Design rob_multi, sky130hd; sources not shown.
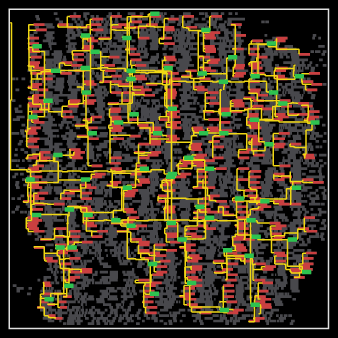
(clock network drawn from the DEF)
Drawn at 1 px/um.
flip-flops: marked red, count 541. clock-net drivers: marked green, count 69. clock wires: marked yellow, length 8230 um.
There are 70 routed clock nets. Position of the flops: widely spread.
clock share of power: 36.5%
clk latency late pin: 0.65 ns
clock group total power: 2.55 mW

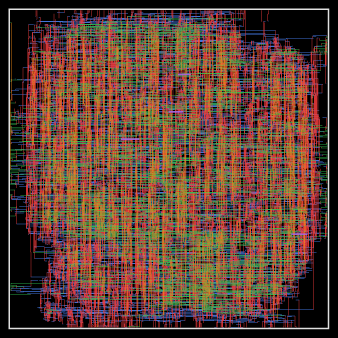
(metal layers overlaid)
Drawn at 1 px/um.
M2: marked red, wire length 97.2 mm. M1: marked blue, wire length 69.1 mm. M4: marked orange, wire length 20.5 mm. M5: marked purple, wire length 55.2 um. M3: marked green, wire length 36.3 mm.
detailed-route wire length: 223.1 mm
routed via count: 41750
Total GRT Usage: 43.47%
Routed wire per std cell: 45.89 um

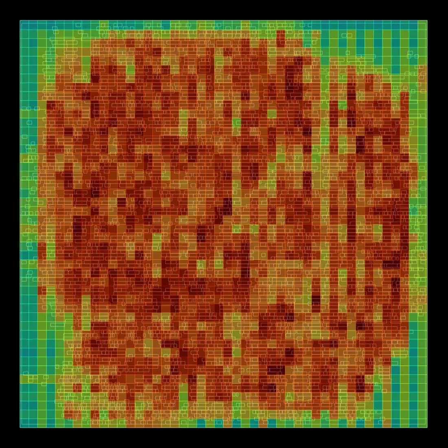
(track usage over the die)
met3 global-route usage: 16.24%
GR Layer Usage met1: 51.78%

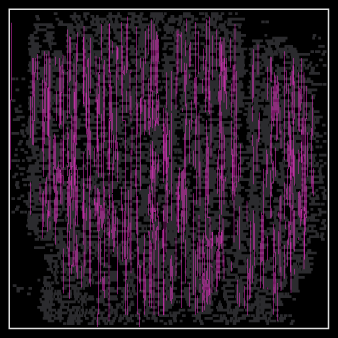
(M4 wires)
Drawn at 1 px/um.
The layer carries 20.5 mm of wire. The layer holds 9.2% of the routed length. The longest straight run is 207 um.

==> impl_metrics.env <==
# implementation run metrics
export IMPL_fp_nets=3631
export IMPL_cts_sinks=541
export IMPL_root_buffer="clkbuf_16"
export IMPL_placed_cell_area_um2=53960
export IMPL_flop_cell="edfxtp_1"
export IMPL_placementRows=115
export IMPL_largest_register_ffs=528
export IMPL_cpPeakStageDelay_ns=1.13
export IMPL_warnings=30
export IMPL_cp_start_kind="input port"
export IMPL_p_leak_nw=17.33
export IMPL_final_nets=3636
export IMPL_overflow=0
export IMPL_fmax_mhz=109.8
export IMPL_critPathRequiredTime_ns=7.97
export IMPL_drc_errors=0
export IMPL_holdBufCountCts=0
export IMPL_worstMarginPinSlew_ns=1.290
export IMPL_ys_seq_share_pct=32.30
export IMPL_pin_count=322
export IMPL_grt_pass1_wl_mm=309.5
export IMPL_ys_chip_area_um2=49870
export IMPL_die_x_um=317.8
export IMPL_core_area_um2=98560
export IMPL_ant_nets=0
export IMPL_dieArea_um2=101000
export IMPL_layout_top_cell="mux4_2"
export IMPL_yosysTopAreaCell="mux4_2"
export IMPL_dp_cells=4730
export IMPL_fin_setup_tns_ns=0
export IMPL_status="finished clean"
export IMPL_ir_worst_vdd_mv=0.1066
export IMPL_min_path_cells=2
export IMPL_critical_path_class="in -> out"
export IMPL_setup_viol=0
export IMPL_path_cells="clkdlybuf4s50_1, nor4_2, nand2_1, nor4_1, or2_2, buf_4, o221a_2, clkdlybuf4s50_1"
export IMPL_fin_cells=4861
export IMPL_ys_cells=3511
export IMPL_synth_top_area_share_pct=34.33
export IMPL_die_height_um=317.8
export IMPL_dp_hpwl_mm=125.5
export IMPL_synthCells=3511
export IMPL_synth_flops=541
export IMPL_synth_cell_type_count=57
export IMPL_area_growth_pct=12.93
export IMPL_finalMaxSlewViolations=0
export IMPL_cts_resized=0
export IMPL_htreeDepth=3
export IMPL_hp_class="reg -> reg"
export IMPL_cp_max_fo=18
export IMPL_post_synth_top_count_cell="mux4_2"
export IMPL_cts_buffers_inserted=69
export IMPL_postCtsSetupBuffers=0
export IMPL_syn_area_per_cell_um2=14.20
export IMPL_rsz0062_at_grt="no"
export IMPL_synth_warnings=0
export IMPL_antenna_found_initial=12
export IMPL_io_buffers=321
export IMPL_max_slew_margin_pct=13.83
export IMPL_finalHoldViolCount=0
export IMPL_worst_ep_arrival_time_ns=6.93
export IMPL_end_kind="output port"
export IMPL_lay_top_cells="mux4_2 (760), mux2_2 (534), edfxtp_1 (527), a22oi_1 (289), clkdlybuf4s50_1 (240)"
export IMPL_place_congestion=0.9254
export IMPL_stdcell_area_um2=56320
export IMPL_rrSetupSlack_ns=4.37
export IMPL_path_clk_slew_ns=0.05
export IMPL_async_flop_share_pct=0
export IMPL_viasPerCell=8.588
export IMPL_cts_path_max_buffers=3
export IMPL_nFillCells=7591
export IMPL_synth_area_um2=49870
export IMPL_synth_edff_count=527
export IMPL_crit_slowest_cell="clkdlybuf4s50_1"
export IMPL_area_leaders="mux4_2 (34%), edfxtp_1 (32%), mux2_2 (12%)"
export IMPL_critPathMostFrequentCell="clkdlybuf4s50_1"
export IMPL_r2r_cells=18
export IMPL_power_density_nw_per_um2=124.0
export IMPL_initialDrtViolationCount=7875
## layout make-up
type	instances	area [um^2]	share of cell area, %
flip-flops and latches	541	16120	28.62
inverters	15	57.56	0.1022
clock buffers	82	1861	3.304
repair buffers	444	4189	7.439
diodes	8	20.02	0.03555
multi-input cells	2445	32040	56.90
well taps	1287	1610	2.859
clock inverters	39	415.4	0.7376
## per-layer routing
| layer | GRT usage [%] | vias to the layer above | share of wire (%) | routed length, um |
|---|---|---|---|---|
| met5 | 0 | - | 0.025 | 55 |
| met1 | 51.78 | 20810 | 31 | 69100 |
| met4 | 31.86 | 8 | 9.2 | 20480 |
| met3 | 16.24 | 1274 | 16 | 36270 |
| met2 | 64.66 | 4608 | 44 | 97170 |
| li1 | - | 15050 | - | - |
## stage by stage
step,utilization [%],worst slack (ns),hold WS (ns),power [mW]
after floorplan,-,3.402,0.3810,3.943
after global placement,54.72,1.274,0.4612,4.422
after detailed placement,54.75,1.177,0.4815,4.437
after CTS,57.06,1.186,0.4916,6.941
after global routing,57.12,1.065,0.5555,7.092
final,57.14,1.039,0.4848,6.984
## kinds of logic after synthesis
family / Yosys count / share of synthesized area (%)
adder cells (fa/ha/maj): 16 / 0.4316
XOR/XNOR: 39 / 0.6850
multiplexers: 1407 / 48.68
flip-flops: 541 / 32.30
AND-OR/OR-AND: 615 / 9.585
AND/OR/NAND/NOR: 368 / 3.967
buffers and inverters: 525 / 4.356
## worst max-delay path, delay by kind of cell
| kind | cells | cell delay, ns |
|---|---|---|
| and+or+nand+nor | 4 | 2.66 |
| buffers and inverters | 3 | 1.96 |
| AOI/OAI and AO/OA | 1 | 0.22 |
## where the power goes
group	switching (mW)	total, mW	internal, mW
clock	1.04	2.55	1.51
sequential	0.00951	2.46	2.45
combinational	1.29	1.97	0.677
total	2.34	6.98	4.64
No activity file was given, so power comes from the tool's default toggle rates.
